Figure 1. Placed cells, one color a class (run 1).
(10 px per um)
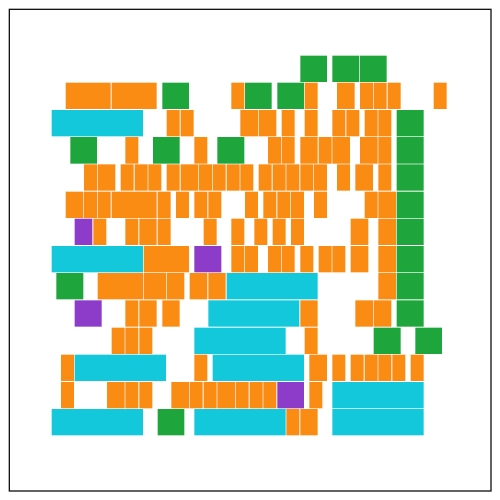
Figure 2. Sizing map (run 1).
(6 px per um)
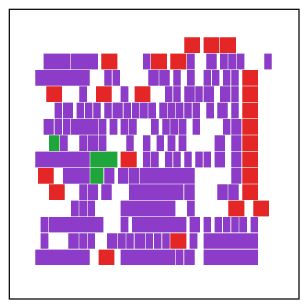
Figure 3. Wiring heat map (run 1).
(8 px per um) The die is cut into 10 by 10 equal tiles; dark purple is low, yellow is high, scaled to the fullest tile. Values are wire area over tile area, all layers added.
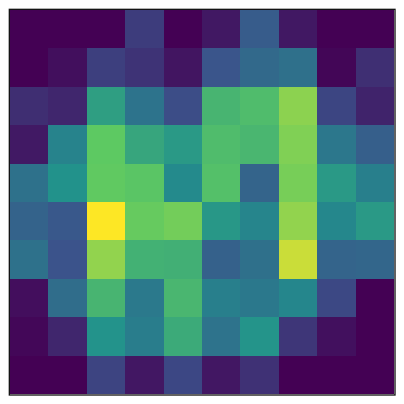
Design proc_control, sky130hd; sources not shown.
==> run summary, run 1 <==
State of the implementation.

- Global routing used 19.1% of the available tracks.
- The TritonCTS clock tree is done, for reference.
- By instance count after routing, the leading logic cell types are nand2_1 (42), nor2_1 (26), buf_4 (21).
- The initial antenna violation count came to 0.
- The transition at the pin with the smallest max-transition slack is 783 ps, for reference.
- The buffer levels on the longest clock path is 2, for reference.
- The first-pass GRT wire length is 3110 um, for reference.
- The data arrival time of the critical path is 2020 ps, for reference.
- For this run, global-route usage on met3 was measured as 4.89%.
- The total overflow reported by the global router is 0, for reference.
- The first TritonRoute pass finished after 4 iterations.
- The root buffer cell chosen for the clock tree is clkbuf_4.
- The chip area estimate from yosys synthesis is 833 sq um, for reference.
- The cell family with the largest share of critical-path delay is buffers and inverters, for reference.
- The main area contributors are dfrtp_1 (33%), nand2_1 (19%), nor2_1 (12%), inv_1 (7.2%), ha_1 (6.0%).
- For this run, the detailed router reports a per-instance via density of 5.03.
- The worst-case register-to-register setup slack is 1620 ps, for reference.
- The most used logic cell in the final layout is nand2_1, for reference.
- The number of remaining DRC errors is 0, for reference.
- The final tally of hold violations is 0, for reference.
- The number of buffers added on ports is 0, for reference.
- Global route summary, busiest routing layer listed as met2.
- The cell area after synthesis is 833 sq um, for reference.
- The maximum number of pins on one net before global-route repair is 19, for reference.
- Setup repair after global routing left no endpoint under its margin.
- The repair_antennas step left the layout with diodes totalling 0.
- In this run the biggest area consumer among cell types represents 33.0% of the synthesized area.
- The synthesized design spends more area on one cell type than any other, namely dfrtp_1.
- The height of the chip is 48.0 um, for reference.
- The flow ran to the end, and the final reports show no timing, DRC or antenna violations.
- The routed design could run at a clock period as short as 2700 ps.
- The fraction of final layout cells with drive strength greater than 1 is 17.1%, for reference.
- The final period utilization is 79.3%, for reference.
- The insertion delay at the late pin of the worst-skew pair is 280 ps, for reference.
- The leakage power total is 0.507 nW, for reference.
- The die span in x is 48.0 um, for reference.
- The largest vdd supply drop is 0.000627 V, for reference.
- The final report lists the setup-violating endpoint count as 0.
- The maximum level of the CTS H-tree is 1, for reference.
- The number of cells in Yosys stat is 136, for reference.
- The number of global-route vias before repair is 760.
- The setup clock skew after layout is 3.25 ps, for reference.
About Figure 1:
green -> other buffers and delay cells  # cells 21
purple -> clock drivers and dummy loads  # cells 4
orange -> all other logic  # cells 122
cyan -> flops  # cells 11
post-layout utilization of the core: 67.9%
Layout Cell Area excl Fill: 1020 sq um
sequential share of cell area: 26.9%
standard cell core area: 1510 sq um
row count: 14

About Figure 2:
green -> drive 2  # cells 3
red -> drive 3 to 4  # cells 24, most used buf_4
purple -> drive 1 or less  # cells 131, most used nand2_1
worst setup margin: 704 ps
area growth from synthesis to layout: 22.7%
count of plain and timing-repair buffers: 21

About Figure 3:
mean over tiles = 0.14
nearly empty tiles = 16%
fullest tile = 0.40
WL final: 2000 um
average detailed-routed wire length per instance: 11.5 um
vias post-DR: 876

-- run 1: cells in the mapped netlist (all sizes together) --
master / number
nand2: 42
nor2: 27
inv: 17
dfrtp: 11
a21oi: 9
nor3: 9
o21ai: 9
ha: 4
buf: 3
nand3: 3
conb: 1
nor4: 1
-- run 1: final cells by class --
class                      count  area [sq um]  area share (%)
sequential                    11           275            26.9
tap                           16          20.0            1.96
clock inverter                 1          5.00           0.490
multi-input combinational    105           478            46.8
inverter                      17          63.8            6.24
clock buffer                   3          22.5            2.20
timing repair buffer          21           158            15.4
-- run 1: worst reg2reg max path, stage by stage (launching register included) --
cell	delay, ps
dfrtp_1	410
inv_1	120
ha_1	230
nand3_1	110
inv_1	590
o21ai_0	170
-- run 1: metrics by stage --
stage / cell area, sq um / power (mW) / setup slack (ps) / instances / utilization, %
2_1_floorplan: 833 / 0.759 / 508 / 136 / -
5_1_grt: 1020 / 1.09 / 518 / 174 / 67.9
3_3_place_gp: 995 / 0.893 / 1040 / 170 / 66.0
3_5_place_dp: 995 / 0.909 / 997 / 170 / 66.0
6_report: 1020 / 1.00 / 704 / 174 / 67.9
4_1_cts: 1020 / 1.00 / 689 / 174 / 67.9
-- run 1: routing by layer --
layer / up-vias / part of all wire [%] / wire (um)
li1: 465 / - / -
met2: 25 / 51 / 1020
met3: 3 / 7.3 / 146
met5: - / 0 / 0
met4: 0 / 0.65 / 13
met1: 383 / 41 / 822
-- run 1: power by group --
part | leakage (nW) | total (mW) | switching, mW | internal, mW
combinational | 0.354 | 0.664 | 0.498 | 0.166
clock | 0.0177 | 0.0922 | 0.0486 | 0.0436
sequential | 0.136 | 0.244 | 0.0487 | 0.195
-- run 1: cell families after synthesis --
group | after synthesis | share of synthesized area (%)
DFF | 11 | 33.0
adders and majority gates | 4 | 6.01
and+or+nand+nor | 82 | 39.3
other | 1 | 0.450
AOI/OAI and AO/OA | 18 | 10.8
buffers and inverters | 20 | 10.4
==> run 1 -> run 2 <==
Clock period 3.4 ns to 2.5 ns, I/O delays scaled along.
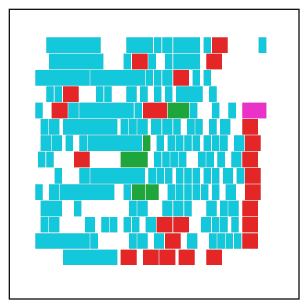
Figure 4: run 2, sizing map.
(6 px per um)
magenta -> drive 6 and up  # cells 1, most used buf_6
cyan -> drive 1 or less  # cells 130, most used nand2_1
green -> drive 2  # cells 5, most used nand2_2
red -> drive 3 to 4  # cells 24, most used buf_4
worst setup margin: 156 ps
Layout Cell Area excl Fill: 1050 sq um
area growth from synthesis to layout: 26.4%

==> run summary, run 2 <==
State of the implementation.

- Result of the run: completed (unchanged).
- The first-pass GRT wire length is 3070 um (was 3110 um).
- The count of endpoints failing setup in the final report is 0 (unchanged), for reference.
- Largest cells by area after synthesis: dfrtp_1 (33%), nand2_1 (19%), nor2_1 (12%), inv_1 (7.2%), ha_1 (6.0%) (unchanged).
- The total overflow reported by the global router is 0 (unchanged), for reference.
- The maximum level of the CTS H-tree is 1 (unchanged), for reference.
- The total global routing track utilization is 18.4% (was 19.1%), for reference.
- The chip area estimate from yosys synthesis came to 833 sq um (unchanged).
- The met2 wire length came to 1010 um (was 1020 um).
- The number of cells in Yosys stat is 136 (unchanged), for reference.
- The data arrival time of the critical path is 1840 ps (was 2020 ps), for reference.
- The antenna diode count is 0 (unchanged), for reference.
- The buffer levels on the longest clock path is 2 (unchanged), for reference.
- The predominant post-synthesis flop cell was dfrtp_1 (unchanged).
- The number of global-route vias before repair was 729 (was 760).
- The number of synthesized flops with an enable pin came to 0 (unchanged).
- The TritonCTS clock tree is done (unchanged), for reference.
- After layout, the minimum clock period comes to 2340 ps.
- The routed via count divided by cell count is 4.95 (was 5.03), for reference.
- The AND-OR/OR-AND share of the synthesized area came to 10.8% (unchanged).
- The met3 wirelength from detailed routing is 141 um (was 146 um), for reference.
- The height of the chip was 48.0 um (unchanged).
- The synthesized-area fraction occupied by xor and xnor cells came to 0% (unchanged).
- The detailed-routing iteration count for the pre-antenna-repair pass is 4 (unchanged), for reference.
- The most used logic cell in the final layout is nand2_1 (unchanged).
- The fraction of the mapped netlist area in simple logic gates is 39.3% (unchanged).
- Synth top cells by count: nand2_1 (42), nor2_1 (26), inv_1 (16), dfrtp_1 (11) (unchanged).
- The final tally of hold violations is 0 (unchanged), for reference.
- The cell count after placement is 171 (was 170), for reference.
- The cell family with the largest share of critical-path delay is simple AND/OR/NAND/NOR gates (was buffers and inverters), for reference.
- The leakage power total was 0.511 nW (was 0.507 nW).
- The setup clock skew after layout is 0.420 ps (was 3.25 ps), for reference.
- The transition at the pin with the smallest max-transition slack is 788 ps (was 783 ps), for reference.
- The total via count after detailed routing is 872 (was 876), for reference.
- Top cells excl fill/tap: nand2_1 (40), nor2_1 (26), buf_4 (20) (was nand2_1 (42), nor2_1 (26), buf_4 (21)).
- The top metal layer carrying routed signals is met3 (was met4).
- The placeable core region is 1510 sq um (unchanged), for reference.
- The top logic cell family in the synthesized netlist is simple AND/OR/NAND/NOR gates (unchanged), for reference.
- Unrepaired setup endpoints after global routing: no (unchanged).
- The fraction of final layout cells with drive strength greater than 1 was 18.8% (was 17.1%).
- The clock root buffer master is clkbuf_4 (unchanged).
- The proportion of synthesized area in mux cells is 0% (unchanged), for reference.
- The largest vdd supply drop is 0.000656 V (was 0.000627 V), for reference.
- The sum of routed wire segments on met1 was 894 um (was 822 um).
- The number of placement rows is 14 (unchanged).
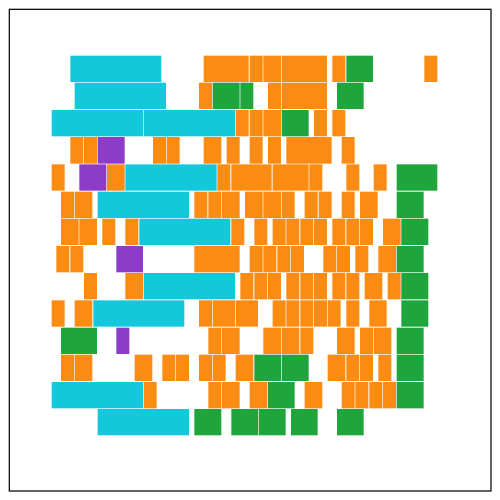
Figure 5: run 2, placed cells, one color a class.
(10 px per um)
purple -> clock drivers and dummy loads  # cells 4
orange -> all other logic  # cells 122
green -> other buffers and delay cells  # cells 23
cyan -> flops  # cells 11
post-layout utilization of the core: 69.9%
sequential share of cell area: 26.1%

run 2: routing by layer:
| metal | GRT usage [%] | vias up |
|---|---|---|
| met5 | 0 | - |
| met4 | 3.23 | 0 |
| met3 | 1.50 | 0 |
| met2 | 32.2 | 29 |
| met1 | 24.9 | 374 |
| li1 | - | 469 |
run 2: per-stage QoR:
| step | instance area [sq um] | setup slack [ps] | util, % |
|---|---|---|---|
| 4_1_cts | 1040 | 25.5 | 69.3 |
| 3_3_place_gp | 1010 | 390 | 66.9 |
| 2_1_floorplan | 845 | -159 | - |
| 6_report | 1050 | 156 | 69.9 |
| 5_1_grt | 1050 | 15.3 | 69.9 |
| 3_5_place_dp | 1010 | 303 | 66.9 |
run 2: area by class of cell:
type / instances / area [sq um] / area share, %
Sequential cell: 11 / 275 / 26.1
Timing Repair Buffer: 23 / 175 / 16.6
Tap cell: 16 / 20.0 / 1.90
Multi-Input combinational cell: 105 / 493 / 46.8
Clock buffer: 4 / 26.3 / 2.49
Inverter: 17 / 63.8 / 6.06
run 2: power by group:
group | switching, mW | internal (mW)
sequential | 0.0674 | 0.266
combinational | 0.714 | 0.235
clock | 0.0494 | 0.0614
run 2: cells by family (layout without fill, tap and decap cells):
kind of cell	Yosys count	count (layout)
adder cells (fa/ha/maj)	4	4
flip-flops	11	11
AND/OR/NAND/NOR	82	82
buffers and inverters	20	44
AND-OR/OR-AND	18	18
other	1	1
run 2: repair_timing:
action | CTS | global route
hold endpoints to repair | 11 | 0
gates resized | 0 | 5
endpoints found under the setup margin | 0 | 8
hold buffers | 1 | 0
buffers inserted | 0 | 0
run 2: worst reg2reg max path: cells and delay by family, from the launching register on:
family / cells / cell delay (ps)
adders and majority gates: 1 / 250
and+or+nand+nor: 1 / 110
AOI/OAI and AO/OA: 1 / 190
buffers and inverters: 2 / 730
DFF: 1 / 400
Power is estimated from default activity; no workload was simulated.
